==> run_1/closeup.png <==
Window x 90 to 130, y 90 to 130 um. Cells in grey, sequential cells in the stronger grey; small squares are vias.
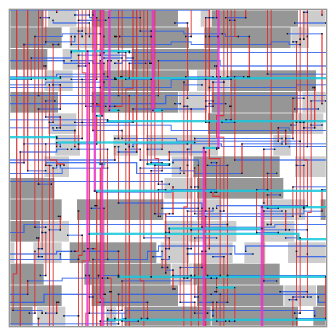
==> run_1/clock_nets.png <==
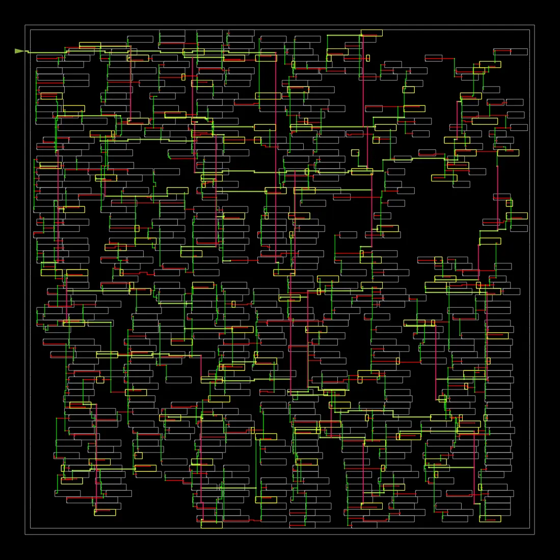
==> run_1/m3.png <==
Cells faint in the background.
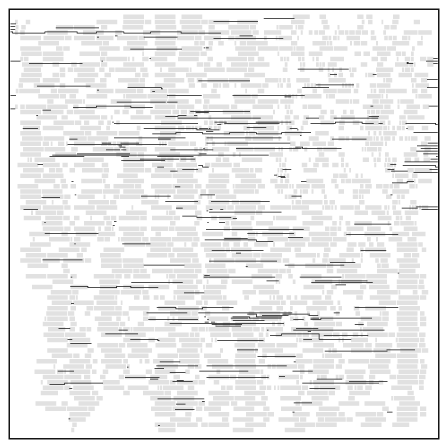
==> run_1/route_heat.png <==
The bar under the picture is 50 um long. The die is cut into 22 by 22 equal tiles; white is low, dark blue is high, scaled to the fullest tile. Values are wire area over tile area, all layers added.
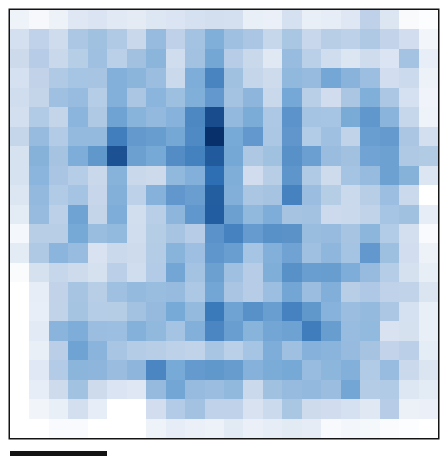
<file path="src/rtl/router_pkt_src_if.sv">
// Host-command, payload-stream and router-side signals of the packet source.
// The design sits on the slave modport; the host/router model drives the master side.
interface router_pkt_src_if #(
  parameter int CNT_W = 16
);
  logic             cmd_valid;
  logic             cmd_ready;
  logic [1:0]       cmd_addr;
  logic [5:0]       cmd_len;
  logic             cmd_err;
  logic             pld_valid;
  logic [7:0]       pld_data;
  logic             pld_ready;
  logic             busy;
  logic             pkt_valid;
  logic [7:0]       data_out;
  logic             pkt_done;
  logic [CNT_W-1:0] pkt_count;

  modport master (
    output cmd_valid, cmd_addr, cmd_len, pld_valid, pld_data, busy,
    input  cmd_ready, cmd_err, pld_ready, pkt_valid, data_out, pkt_done, pkt_count
  );

  modport slave (
    input  cmd_valid, cmd_addr, cmd_len, pld_valid, pld_data, busy,
    output cmd_ready, cmd_err, pld_ready, pkt_valid, data_out, pkt_done, pkt_count
  );
endinterface

</file>
<file path="src/rtl/router_pkt_src.sv">
// Buffers a host payload, then emits one router packet: header, payload, parity.
// Beats advance only while the router is not busy; completion is pulsed and counted.
module router_pkt_src #(
  parameter int MAX_LEN = 63,
  parameter int CNT_W   = 16
) (
  input  logic             clk,
  input  logic             resetn,
  router_pkt_src_if.slave  bus
);
  localparam int PTR_W = 6;

  typedef enum logic [2:0] {
    ST_IDLE    = 3'd0,
    ST_LOAD    = 3'd1,
    ST_HEADER  = 3'd2,
    ST_PAYLOAD = 3'd3,
    ST_PARITY  = 3'd4,
    ST_GAP     = 3'd5
  } state_t;

  function automatic logic [7:0] hdr_byte(input logic [5:0] len, input logic [1:0] addr);
    return {len, addr};
  endfunction

  function automatic logic [7:0] parity_fold(input logic [7:0] acc, input logic [7:0] data);
    return acc ^ data;
  endfunction

  state_t             state_r, state_s;
  logic [1:0]         addr_r, addr_s;
  logic [5:0]         len_r, len_s;
  logic [PTR_W-1:0]   wr_ptr_r, wr_ptr_s;
  logic [PTR_W-1:0]   rd_ptr_r, rd_ptr_s;
  logic [7:0]         parity_r, parity_s;
  logic               cmd_err_r, cmd_err_s;
  logic               pkt_valid_r, pkt_valid_s;
  logic [7:0]         data_out_r, data_out_s;
  logic               pkt_done_r, pkt_done_s;
  logic [CNT_W-1:0]   pkt_count_r, pkt_count_s;
  logic               mem_we_s;
  logic               cmd_fire_s, pld_fire_s, accept_s;
  logic [7:0]         pld_mem_r [0:MAX_LEN];

  assign bus.cmd_ready = (state_r == ST_IDLE);
  assign bus.pld_ready = (state_r == ST_LOAD);
  assign bus.cmd_err   = cmd_err_r;
  assign bus.pkt_valid = pkt_valid_r;
  assign bus.data_out  = data_out_r;
  assign bus.pkt_done  = pkt_done_r;
  assign bus.pkt_count = pkt_count_r;

  assign cmd_fire_s = bus.cmd_valid && (state_r == ST_IDLE);
  assign pld_fire_s = bus.pld_valid && (state_r == ST_LOAD);
  assign accept_s   = !bus.busy;

  // Next-state and next registered-output decode.
  always_comb begin
    state_s     = state_r;
    addr_s      = addr_r;
    len_s       = len_r;
    wr_ptr_s    = wr_ptr_r;
    rd_ptr_s    = rd_ptr_r;
    parity_s    = parity_r;
    cmd_err_s   = 1'b0;
    pkt_valid_s = pkt_valid_r;
    data_out_s  = data_out_r;
    pkt_done_s  = 1'b0;
    pkt_count_s = pkt_count_r;
    mem_we_s    = 1'b0;
    case (state_r)
      ST_IDLE: begin
        pkt_valid_s = 1'b0;
        if (cmd_fire_s) begin
          if ((bus.cmd_addr == 2'd3) || (bus.cmd_len == 6'd0)) begin
            cmd_err_s = 1'b1;
          end else begin
            addr_s   = bus.cmd_addr;
            len_s    = bus.cmd_len;
            parity_s = hdr_byte(bus.cmd_len, bus.cmd_addr);
            wr_ptr_s = {PTR_W{1'b0}};
            state_s  = ST_LOAD;
          end
        end else begin
          state_s = ST_IDLE;
        end
      end
      ST_LOAD: begin
        if (pld_fire_s) begin
          mem_we_s = 1'b1;
          wr_ptr_s = wr_ptr_r + 6'd1;
          parity_s = parity_fold(parity_r, bus.pld_data);
          if (wr_ptr_r == (len_r - 6'd1)) begin
            pkt_valid_s = 1'b1;
            data_out_s  = hdr_byte(len_r, addr_r);
            state_s     = ST_HEADER;
          end else begin
            state_s = ST_LOAD;
          end
        end else begin
          state_s = ST_LOAD;
        end
      end
      ST_HEADER: begin
        if (accept_s) begin
          data_out_s = pld_mem_r[6'd0];
          rd_ptr_s   = 6'd1;
          state_s    = ST_PAYLOAD;
        end else begin
          state_s = ST_HEADER;
        end
      end
      ST_PAYLOAD: begin
        if (accept_s) begin
          // rd_ptr counts bytes already presented, so equality means the last one just left.
          if (rd_ptr_r == len_r) begin
            pkt_valid_s = 1'b0;
            data_out_s  = parity_r;
            state_s     = ST_PARITY;
          end else begin
            data_out_s = pld_mem_r[rd_ptr_r];
            rd_ptr_s   = rd_ptr_r + 6'd1;
          end
        end else begin
          state_s = ST_PAYLOAD;
        end
      end
      ST_PARITY: begin
        if (accept_s) begin
          data_out_s  = 8'h00;
          pkt_done_s  = 1'b1;
          pkt_count_s = pkt_count_r + {{(CNT_W-1){1'b0}}, 1'b1};
          state_s     = ST_GAP;
        end else begin
          state_s = ST_PARITY;
        end
      end
      ST_GAP: begin
        state_s = ST_IDLE;
      end
      default: begin
        pkt_valid_s = 1'b0;
        state_s     = ST_IDLE;
      end
    endcase
  end

  // State and registered outputs with synchronous reset.
  always_ff @(posedge clk) begin
    if (resetn) begin
      state_r     <= ST_IDLE;
      addr_r      <= 2'd0;
      len_r       <= 6'd0;
      wr_ptr_r    <= {PTR_W{1'b0}};
      rd_ptr_r    <= {PTR_W{1'b0}};
      parity_r    <= 8'h00;
      cmd_err_r   <= 1'b0;
      pkt_valid_r <= 1'b0;
      data_out_r  <= 8'h00;
      pkt_done_r  <= 1'b0;
      pkt_count_r <= {CNT_W{1'b0}};
    end else begin
      state_r     <= state_s;
      addr_r      <= addr_s;
      len_r       <= len_s;
      wr_ptr_r    <= wr_ptr_s;
      rd_ptr_r    <= rd_ptr_s;
      parity_r    <= parity_s;
      cmd_err_r   <= cmd_err_s;
      pkt_valid_r <= pkt_valid_s;
      data_out_r  <= data_out_s;
      pkt_done_r  <= pkt_done_s;
      pkt_count_r <= pkt_count_s;
    end
  end

  // Payload buffer write port.
  always_ff @(posedge clk) begin
    if (mem_we_s) begin
      pld_mem_r[wr_ptr_r] <= bus.pld_data;
    end
  end
endmodule

</file>
<file path="src/flat_wrapper.sv">
// flat-port wrapper written by rule: the top's interface ports become plain ports
module router_pkt_src_flat 
#(
  parameter int MAX_LEN = 63,
  parameter int CNT_W   = 16
)
  (clk, resetn, bus_cmd_valid, bus_cmd_addr, bus_cmd_len, bus_pld_valid, bus_pld_data, bus_busy, bus_cmd_ready, bus_cmd_err, bus_pld_ready, bus_pkt_valid, bus_data_out, bus_pkt_done, bus_pkt_count);
  router_pkt_src_if #(.CNT_W(CNT_W)) bus_i ();
  input  logic clk;
  input  logic resetn;
  input wire logic [$bits(bus_i.cmd_valid)-1:0] bus_cmd_valid;
  input wire logic [$bits(bus_i.cmd_addr)-1:0] bus_cmd_addr;
  input wire logic [$bits(bus_i.cmd_len)-1:0] bus_cmd_len;
  input wire logic [$bits(bus_i.pld_valid)-1:0] bus_pld_valid;
  input wire logic [$bits(bus_i.pld_data)-1:0] bus_pld_data;
  input wire logic [$bits(bus_i.busy)-1:0] bus_busy;
  output wire logic [$bits(bus_i.cmd_ready)-1:0] bus_cmd_ready;
  output wire logic [$bits(bus_i.cmd_err)-1:0] bus_cmd_err;
  output wire logic [$bits(bus_i.pld_ready)-1:0] bus_pld_ready;
  output wire logic [$bits(bus_i.pkt_valid)-1:0] bus_pkt_valid;
  output wire logic [$bits(bus_i.data_out)-1:0] bus_data_out;
  output wire logic [$bits(bus_i.pkt_done)-1:0] bus_pkt_done;
  output wire logic [$bits(bus_i.pkt_count)-1:0] bus_pkt_count;
  assign bus_i.cmd_valid = bus_cmd_valid;
  assign bus_i.cmd_addr = bus_cmd_addr;
  assign bus_i.cmd_len = bus_cmd_len;
  assign bus_i.pld_valid = bus_pld_valid;
  assign bus_i.pld_data = bus_pld_data;
  assign bus_i.busy = bus_busy;
  assign bus_cmd_ready = bus_i.cmd_ready;
  assign bus_cmd_err = bus_i.cmd_err;
  assign bus_pld_ready = bus_i.pld_ready;
  assign bus_pkt_valid = bus_i.pkt_valid;
  assign bus_data_out = bus_i.data_out;
  assign bus_pkt_done = bus_i.pkt_done;
  assign bus_pkt_count = bus_i.pkt_count;
  router_pkt_src #(.MAX_LEN(MAX_LEN), .CNT_W(CNT_W)) u_core (.clk(clk), .resetn(resetn), .bus(bus_i));
endmodule
</file>
<file path="config.mk">
export PLATFORM = sky130hd
export DESIGN_NAME = router_pkt_src_flat
export DESIGN_NICKNAME = d
export VERILOG_FILES = /design/src/rtl/router_pkt_src_if.sv /design/src/rtl/router_pkt_src.sv /design/src/flat_wrapper.sv
export SDC_FILE = /design/constraint.sdc
export NUM_CORES = 1
export LEC_CHECK = 0
export CELL_PAD_IN_SITES_DETAIL_PLACEMENT = 0
export CELL_PAD_IN_SITES_GLOBAL_PLACEMENT = 2
export CORE_MARGIN = 2
export CORE_UTILIZATION = 50
export CTS_CLUSTER_DIAMETER = 40
export CTS_CLUSTER_SIZE = 8
export DETAILED_ROUTE_END_ITERATION = 8
export PLACE_DENSITY_LB_ADDON = 0.1
export SETUP_SLACK_MARGIN = 0.2
export SLEW_MARGIN = 25
export SYNTH_ARGS = -nofsm -noshare
export SYNTH_HDL_FRONTEND = slang
export SYNTH_SLANG_ARGS = --single-unit
</file>
<file path="constraint.sdc">
create_clock -name clk -period 6.95 [get_ports clk]
set_input_delay 1.0425 -clock clk [delete_from_list [all_inputs] [get_ports clk]]
set_output_delay 1.0425 -clock clk [all_outputs]
set_load 0.05 [all_outputs]
</file>
==> summary.txt, run 1 <==
Physical design

The flow ran to the end, and the final reports show no timing, DRC or antenna violations. Broken down by cell family, the worst path's largest delay share belongs to buffers and inverters. In this run, post-CTS hold repair placed 0 buffers. The register with the most flip-flops in the layout has a little over 500 of them. In the final report, the number of endpoints failing setup comes to 0. Entering global routing, the biggest net connects 96 pins.

The final timing report gives a worst setup slack of 2.427 ns. The detailed-routing wirelength on met1 stands at between 20 and 30 mm. The worst setup path is captured at an output pin.

Counting flops and latches in the post-synthesis netlist gives between 500 and 600. The setup path with the least slack is of type flop to output pin. The number of standard cells in the layout, taps in and fillers out stands at ~2200. Looking at the group totals, the largest power group turns out to be clock. In this run the number of H-tree levels came out at 3. The cell area after synthesis stands at about 23000 sq um.

The number of sinks on the clock net stands at approximately 580. Of the total synthesized cell area, the portion taken by full adders, half adders and majority gates is 0.2152%. Tracing the worst setup path back leads to its startpoint at u_core.state_r[0]$_SDFFE_PP0P_. Between the synthesized netlist and the finished layout, the area growth was recorded as 15.90%. CTS placed an instance of sky130_fd_sc_hd__clkbuf_16 at the clock tree root. The type recorded for the worst min-delay path is flop to flop. The power report attributes to the combinational group a share of roughly 2.1%. The slew at the pin with the worst max-slew slack stands at roughly 1 ns. The number of clock buffer instances in the layout stands at about 120. The critical path crosses 3 cells after its start point. Timing would allow up to approximately 220 MHz. Per the post-synthesis report, the number of cells in the design is approximately 1500. In this run the count of I/O pins placed on the die edge is around 50.

The flip-flop and latch power stands at 3.80 mW. The simple-gate share of the synthesized area stands at 5.019%. Looking at the power breakdown, sequential logic takes between 40% and 50% of the total.

The internal power consumption stands at 6.397 mW. The number of well taps stands at ~600. The routed length per instance stands at approximately 26 um. The capture point of the critical path was reported as bus_pld_ready.

Counting flops with a built-in enable in the synthesized netlist gives ~510. The longest clock path from root to sink contains 3 buffers. The number of warning messages in the logs stands at 26. The last weighted congestion value of the routability-driven placer stands at between 0.7 and 0.8. The utilization of the core after routing stands at between 50% and 60%.

The fraction of area in registers stands at 61.80%. The total count of max-transition violations in the final report stands at 0. Yosys stat counts about 1500 cells in the synthesized netlist. The power after layout stands at 8.009 mW. The worst pin sits at a relative slew slack of between 30% and 40%. The iteration count of the initial detailed-routing pass stands at 5.

The script extracted a net switching power of 1.612 mW. After global routing, the most crowded layer is met2. u_core.pld_mem_r holds more flip-flops than any other register.

Wire segments on met2 add up to between 20 and 30 mm in the final route. According to the dpl log, the detail-placed design has an HPWL of between 30 and 40 mm. The synthesis stats list as the most numerous cell sky130_fd_sc_hd__edfxtp_1. The initial core utilization stands at 50.28%. Looking at the worst setup and hold paths, the clock pins of their registers show a slew of about 0.05 ns.

The post-synth area from yosys stat stands at roughly 23000 sq um. The met3 layer wire length in the routed design stands at about 3.6 mm. Grouping non-sequential cells by family puts the most area in multiplexers.

The final non-filler cell area stands at between 20000 and 30000 sq um. The signal arrival time at the worst endpoint stands at about 3.5 ns. The average via count per standard cell stands at ~6.

The startpoint identified for the worst register-to-register timing path is u_core.state_r[0]$_SDFFE_PP0P_. The async set or reset register ratio after synthesis stands at 0%. The flip-flop and latch area stands at 16660 sq um.

The synthesized netlist devotes ~7.7% of its cell area to compound gates. The most used flip-flop cell after synthesis is sky130_fd_sc_hd__edfxtp_1. The instance count after placement with tap cells included stands at roughly 2100. For reference, the placement row count at floorplan is 79. The mux share of post-synthesis cell area stands at around an eighth.

The final antenna diode tally reported by the flow is 0. The register share after synthesis stands at between 70% and 80%. The setup slack of the most critical reg-to-reg path stands at between 2 and 3 ns.

By area the synthesized netlist is led by sky130_fd_sc_hd__edfxtp_1, sky130_fd_sc_hd__mux2i_1, sky130_fd_sc_hd__dfxtp_1. The tally of yosys warning messages stands at 0. After synthesis, the largest area contributor takes up 66.11% of total cell area. The initial antenna violation count stands at 1. The minimum clock period after layout stands at 4.523 ns.

The capture point of the worst register-to-register path is recorded as u_core.pld_mem_r[45][1]$_DFFE_PP_. In the hold report, the worst path ends at u_core.addr_r[0]$_SDFFE_PP0P_. The area fraction in xor and xnor cells stands at approximately 1.4%. The total die size stands at just under 50000 sq um. Dividing total power by cell area gives a power density of around 300 nW/um^2. The final net count stands at between 1500 and 2000. The largest stage delay on the critical path stands at about 0.87 ns. The routing usage on met1 stands at 34.14%. The core region is 46260 sq um. The area fraction of clock buffers and clock inverters stands at approximately 10%. The post-route clock period utilization stands at 65.08%. The tally of nets with antenna violations remaining after routing stands at 0.
Back to the opening pictures, closeup.png:
legend:
  cyan:
    layer: M3
  blue:
    layer: M1
  red:
    layer: M2
  magenta:
    layer: M4
netlist names of flops here include: `u_core.pld_mem_r` (25)
cells with their middle in the window: 61
most frequent: edfxtp_1 (25), mux2i_1 (11), a221oi_1 (5)
sequential cells in the window: 25

Back to the opening pictures, clock_nets.png:
Clock Skews: 0.03260 ns
count of sequential standard cells: 576
Latency at later pin: 0.63 ns

Back to the opening pictures, m3.png:
longest straight run: 111 um
nets with wire on the layer: 138
share of all routed wire: 6.1%
wire length on this layer: 3570 um
drt total wl: 58.20 mm
vias after detailed routing: 13190
met3 demand-to-capacity share in global routing: 4.790%

Back to the opening pictures, route_heat.png:
mean over tiles: 0.19
tiles over half the peak: 17%
emptiest ninth of the die: south-west
densest ninth of the die: centre
fullest tile: 0.57

==> run_1/clock_wires.png <==
The bar under the picture is 50 um long.
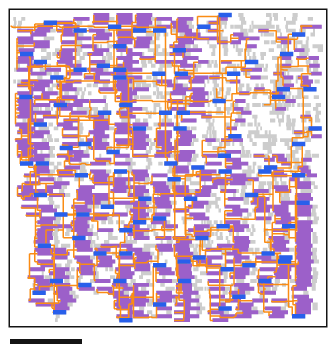

## Run 2: what changed since run 1
Settings changed: CORE_UTILIZATION 50 to 42.
Clock period 6.95 ns to 4.1 ns, I/O delays scaled along.
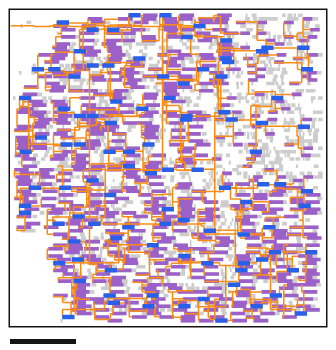
(run_2/clock_wires.png)
The bar under the picture is 50 um long.
legend:
  purple:
    item: flip-flops
    count: 576
  orange:
    item: clock wires
    length: 7750 um
  blue:
    item: clock-net drivers
    count: 101
flops lie: spread over the die
clock network fraction of design power: 53.7%
Clock Skews: 0.02601 ns

==> run 2 against run 1 <==
Clock skew fell by 0.0066 ns. Cell count rose by 7.8%. Sequential share of layout area fell by 2.2 points. Synthesized cell count did not move. Global-route usage fell by 2.4 points. Critical path depth rose by 1. Worst setup slack got worse by 1.6 ns. Synthesized area did not move. Power rose by 82%. Via count rose by 1.6%.
==> summary.txt, run 2 <==
Physical design

The largest stage delay on the critical path stands at 0.86 ns (about the same). The combinational share of cell area stands at between 20 and 25%. In the setup report, the worst path falls into the class flop to output pin. The adder and majority gate portion of the synthesized area is 0.2152% (unchanged). The slew at the pin with the worst max-slew slack was 1.077 ns (+0.09057 ns).

The power after layout stands at 14.58 mW (+82%). The worst slew slack as a fraction of its limit came to 28.19% (-5.9 points). The met3 usage in global routing came to 3.872% (-0.92 points).

The final net count stands at 1648 (+3.4%). The placeable core region is 54880 sq um (+19%). The number of buffers on the longest clock path stands at 3 (unchanged). The setup slack of the most critical reg-to-reg path stands at 1.03 ns (-1.83 ns).

The initial core utilization stands at 42.38% (-7.9 points). The total count of max-transition violations in the final report stands at 0 (unchanged). The count of library flops with an enable pin is 512 (unchanged).

The net load switching power stands at 3.013 mW (+87%). The routing usage on met1 was 31.78% (-2.4 points). Sorting the synthesized cells by area gives the leading types as sky130_fd_sc_hd__edfxtp_1, sky130_fd_sc_hd__mux2i_1, sky130_fd_sc_hd__dfxtp_1.

The number of clock buffer instances in the layout stands at 123 (+0.82%). STA classifies the critical path endpoint as an output pin. The number of cells in Yosys stat stands at 1495 (unchanged). The minimum clock period after layout stands at 3.265 ns. Of the available clock period, the critical path in the final layout requires about four fifths. The total power density per cell area stands at 521.5 nW/um^2 (+76%). The area growth from synthesis to layout stands at 20.20%. The simple-gate share of the synthesized area stands at 5.019% (unchanged). The post-synth area from yosys stat is 23260 sq um (unchanged).

The number of well taps stands at 704 (+16%). The met3 layer wire length in the routed design stands at 3.338 mm (-6.4%). The signal arrival time at the worst endpoint stands at 2.65 ns (-0.83 ns). The met2 routing resource usage after global routing stands at 34.29%. The most critical min-delay path falls under primary input to flop. The instance count after placement with tap cells included came to 2224 (+6.8%).

The number of synthesized register bits came to 576 (unchanged). The synthesis report names the predominant flop master as sky130_fd_sc_hd__edfxtp_1. The highest clock rate this design can be run at is ~300 MHz. The mux share of post-synthesis cell area stands at 11.93% (unchanged).

The utilization of the core after routing stands at 50.94% (-7.3 points). Per the CTS log, the root buffer master is sky130_fd_sc_hd__clkbuf_16. The fraction of area in registers stands at 59.59% (-2.2 points). The first global-routing pass estimated 91.10 mm of wire. Looking at the global route congestion table, the highest-usage layer is met2.

The share of Yosys cell area claimed by the top area cell type stands at 66.11% (unchanged). The launch point of the worst register-to-register path is recorded as u_core.len_r[0]$_SDFFE_PP0P_. The initial antenna violation count is 1 (unchanged).

The met2 layer wire length in the routed design stands at 28.93 mm (+6.3%). The final wirelength is 62.56 mm (+7.5%). The clock transition at the registers of the reported paths came to 0.05 ns (about the same). sky130_fd_sc_hd__edfxtp_1 is the most common cell in the netlist. Yosys shows that the main logic family after synthesis is multiplexers. Following the worst setup path forward leads to its endpoint at bus_pld_ready.

The via count stands at 13400 (+1.6%). The flow ran to the end, and the final reports show no timing, DRC or antenna violations. The total die size was 57270 sq um (+19%).

The flip-flop and latch area was 16660 sq um (unchanged). Among all cell classes, the greatest summed area belongs to registers. The final antenna diode count stands at 0 (unchanged). The final non-filler cell area stands at 27960 sq um (+3.7%). The instance count of the mapped netlist stands at 1495 (unchanged). The placement row count came to 86 (+8.9%). The tally of yosys warning messages is 0 (unchanged). The number of warning messages in the logs is 26 (unchanged). The endpoint of the worst hold path is reported as u_core.state_r[0]$_SDFFE_PP0P_. The clock latency at the later pin of the worst-skew pair stands at 0.64 ns (about the same). The sequential cell fraction of total power is 44.1% (-3.4 points). The aoi/oai-family share of the synthesized area was 7.731% (unchanged). The tally of nets with antenna violations remaining after routing stands at 0 (unchanged). The hold buffer count at CTS stands at 0 (unchanged).

Among cell families on the critical path, the largest total delay comes from buffers and inverters. The number of sinks on the clock net stands at 576 (unchanged). More flip-flops sit in one register than any other, and that register is u_core.pld_mem_r. The post-detailed-placement half-perimeter wirelength stands at 39.66 mm (+17%). The capture point of the worst register-to-register path is recorded as u_core.bus.data_out[7]$_SDFFE_PP0P_. The average via count per standard cell is 5.587 (-5.7%). The register share after synthesis was 71.62% (unchanged).

The total number of H-tree levels was 3 (unchanged). The least setup slack across all paths after layout is 0.8351 ns (-1.592 ns). The number of standard cells in the layout, taps in and fillers out is 2398 (+7.8%). The internal power consumption stands at 11.57 mW (+81%). The flop count stands at 576 (unchanged). The iteration count of the initial detailed-routing pass stands at 7 (+2).

The flip-flop and latch power stands at 6.44 mW (+69%). The area fraction in xor and xnor cells stands at 1.388% (unchanged). The number of logic stages on the critical path including buffering is 4 (+1). The routed length per instance stands at 26.09 um (-0.28%).

The number of flip-flops in the largest register stands at 512 (unchanged). The largest net degree at the start of global routing is 53 (-45%).
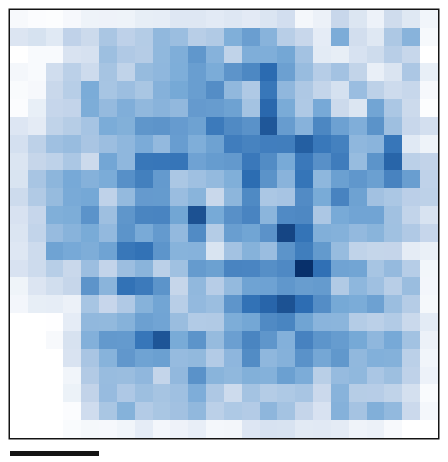
(run_2/route_heat.png)
The bar under the picture is 50 um long. The die is cut into 24 by 24 equal tiles; white is low, dark blue is high, scaled to the fullest tile. Values are wire area over tile area, all layers added.
mean over tiles: 0.17
fullest tile: 0.46
nearly empty tiles: 5.0%
tiles over half the peak: 28%
emptiest ninth of the die: south-west
densest ninth of the die: centre

==> run_2/clock_nets.png <==
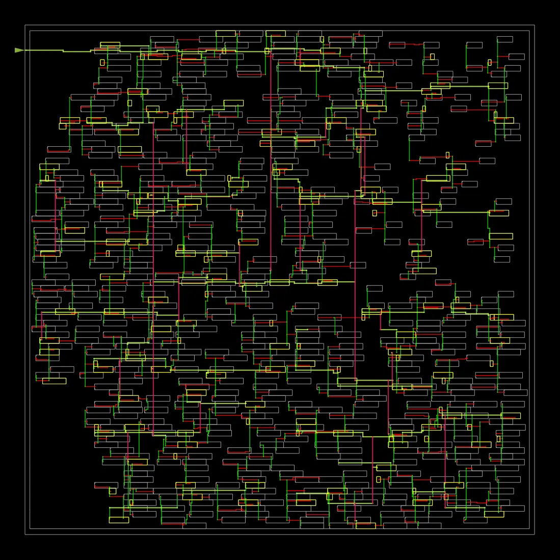

## Run 3: what changed since run 2
Settings changed: CORE_UTILIZATION 42 to 46.
Clock period 4.1 ns to 3.4 ns, I/O delays scaled along.
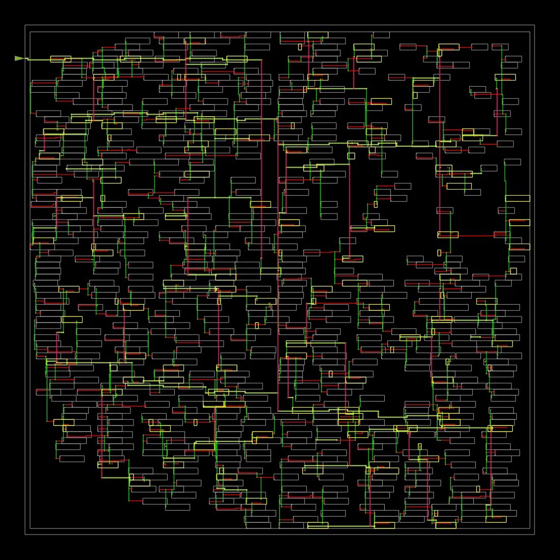
(run_3/clock_nets.png)
clock buffer instance count of the final layout: 121
P_clk: 8.89 mW

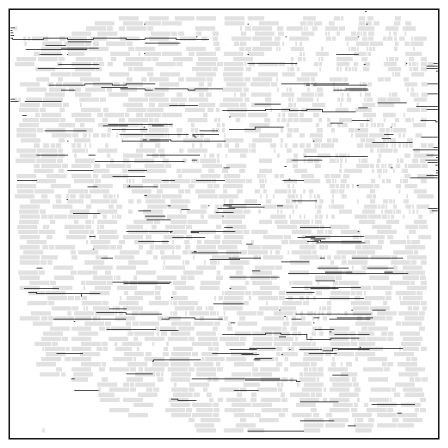
(run_3/m3.png)
Cells faint in the background.
longest straight run: 63.9 um
wire length on this layer: 3040 um
main direction: horizontal
share of all routed wire: 5.2%
nets with wire on the layer: 131

==> run 3 against run 2 <==
Sequential power up about 20%. Clock power up 14%. Sequential share of layout area down 0.15 points. Register-to-register slack worse by 0.56 ns. First-iteration DRC count down 20%. Synthesized cell count unchanged. Power up 17%. Die area down 8.6%. Wire length down 6.1%. Critical path depth up 4. Worst hold slack worse by 0.14 ns. Combinational power up 16%. Critical endpoint is now u_core.bus.data_out[4]$_SDFFE_PP0P_. Largest power group unchanged.
==> summary.txt, run 3 <==
Physical design

The flow ran to the end, and the final reports show no timing, DRC or antenna violations. The final wirelength stands at 58.74 mm (-6.1%). The via count was 13550 (+1.1%). The net load switching power came to 3.338 mW (+11%).

Yosys shows that the main logic family after synthesis is multiplexers. In this build the clock could be raised as far as 341.2 MHz. The count of library flops with an enable pin stands at 512 (unchanged).

The count of input and output buffers stands at 49. The routed length per instance was 24.64 um (-5.5%). The clock transition at the registers of the reported paths was 0.05 ns (about the same). The register share after synthesis stands at 71.62% (unchanged). The clock power share stands at 52.2% (-1.5 points).

The worst setup path is captured at a flop. The final net count stands at 1685 (+2.2%). The number of logic stages on the critical path including buffering stands at 8 (+4). The met2 routing resource usage after global routing came to 35.00% (+0.71 points). The least setup slack across all paths after layout stands at 0.4690 ns (-0.3661 ns).

The worst slew slack as a fraction of its limit stands at 41.52% (+13 points). The number of cells in Yosys stat came to 1495 (unchanged). The fraction of area in registers stands at 59.44% (-0.15 points). The initial core utilization stands at 46.45% (+4.1 points). The setup slack of the most critical reg-to-reg path stands at 0.47 ns (-0.56 ns). The flip-flop and latch area stands at 16660 sq um (unchanged).

The setup path with the least slack is of type flop to flop. The instance count after placement with tap cells included is 2236 (+0.54%). The post-route clock period utilization stands at 86.21%. The total power density per cell area came to 607.1 nW/um^2 (+16%).

The utilization of the core after routing stands at 55.98% (+5.0 points). By area the synthesized netlist is led by sky130_fd_sc_hd__edfxtp_1, sky130_fd_sc_hd__mux2i_1, sky130_fd_sc_hd__dfxtp_1. By instance count, the leading cell after synthesis is sky130_fd_sc_hd__edfxtp_1. The number of sinks on the clock net is 576 (unchanged). The tightest min-delay check is of the primary input to flop type. Looking at the area split, the leading class of cells is registers. The placement row count came to 82 (-4.7%).

The total number of H-tree levels stands at 3 (unchanged). The tree is rooted in a sky130_fd_sc_hd__clkbuf_16. The met2 layer wire length in the routed design stands at 27.21 mm (-6.0%). The worst clock skew stands at 0.02140 ns (-0.004604 ns). For this block, wires on met1 add up to between 20 and 30 mm.

The simple-gate share of the synthesized area is 5.019% (unchanged). Post-synth the commonest register cell is sky130_fd_sc_hd__edfxtp_1. The flop count came to 576 (unchanged). The number of flip-flops in the largest register came to 512 (unchanged).

The initial antenna violation count stands at 1 (unchanged). The number of well taps is 672 (-4.5%). The share of Yosys cell area claimed by the top area cell type was 66.11% (unchanged).

The slew at the pin with the worst max-slew slack stands at 0.8772 ns (-0.1999 ns). The mux share of post-synthesis cell area is 11.93% (unchanged). More flip-flops sit in one register than any other, and that register is u_core.pld_mem_r. For hold timing, the worst endpoint is u_core.pld_mem_r[11][1]$_DFFE_PP_. The aoi/oai-family share of the synthesized area is 7.731% (unchanged).

Grouping stages by cell kind, the critical path spends the most delay in AND-OR/OR-AND gates. For the worst reg-to-reg path, the endpoint reported by OpenROAD is u_core.bus.data_out[4]$_SDFFE_PP0P_. The post-detailed-placement half-perimeter wirelength is 37.19 mm (-6.2%). Summed over all instances, the cell type with the most area after synthesis is sky130_fd_sc_hd__edfxtp_1. STA classifies the critical path startpoint as a flop.

The met3 layer wire length in the routed design stands at 3.042 mm (-8.9%). The number of synthesized register bits stands at 576 (unchanged). The adder and majority gate portion of the synthesized area stands at 0.2152% (unchanged). The placeable core region is 50070 sq um (-8.8%).

The tally of yosys warning messages is 0 (unchanged). The clock latency at the later pin of the worst-skew pair is 0.63 ns (about the same). The signal arrival time at the worst endpoint was 3.46 ns (+0.81 ns). The average via count per standard cell is 5.684 (+1.7%). The minimum clock period after layout stands at slightly below 3 ns. The met3 usage in global routing was 4.042% (+0.17 points). The global routing stage identified its most utilized layer as met2. The routing usage on met1 stands at 32.53% (+0.75 points).

The most critical setup path has its endpoint at u_core.bus.data_out[4]$_SDFFE_PP0P_. The number of warning messages in the logs stands at 26 (unchanged). The power after layout came to 17.01 mW (+17%).

The total count of max-transition violations in the final report came to 0 (unchanged). Compared with the post-synthesis result, the final layout area differs by 20.50%. The internal power consumption stands at 13.68 mW (+18%). The sequential cell fraction of total power stands at 45.6% (+1.5 points). The iteration count of the initial detailed-routing pass stands at 5 (-2). The largest net degree at the start of global routing is 64 (+21%). The total die size stands at 52370 sq um (-8.6%). The final non-filler cell area stands at 28030 sq um (+0.25%).

The setup total negative slack stands at 0 ns. The hold buffer count at CTS came to 0 (unchanged). The tally of nets with antenna violations remaining after routing was 0 (unchanged). The area fraction in xor and xnor cells stands at 1.388% (unchanged).
Power figures rest on the tool's default switching activity, not on a simulated workload.
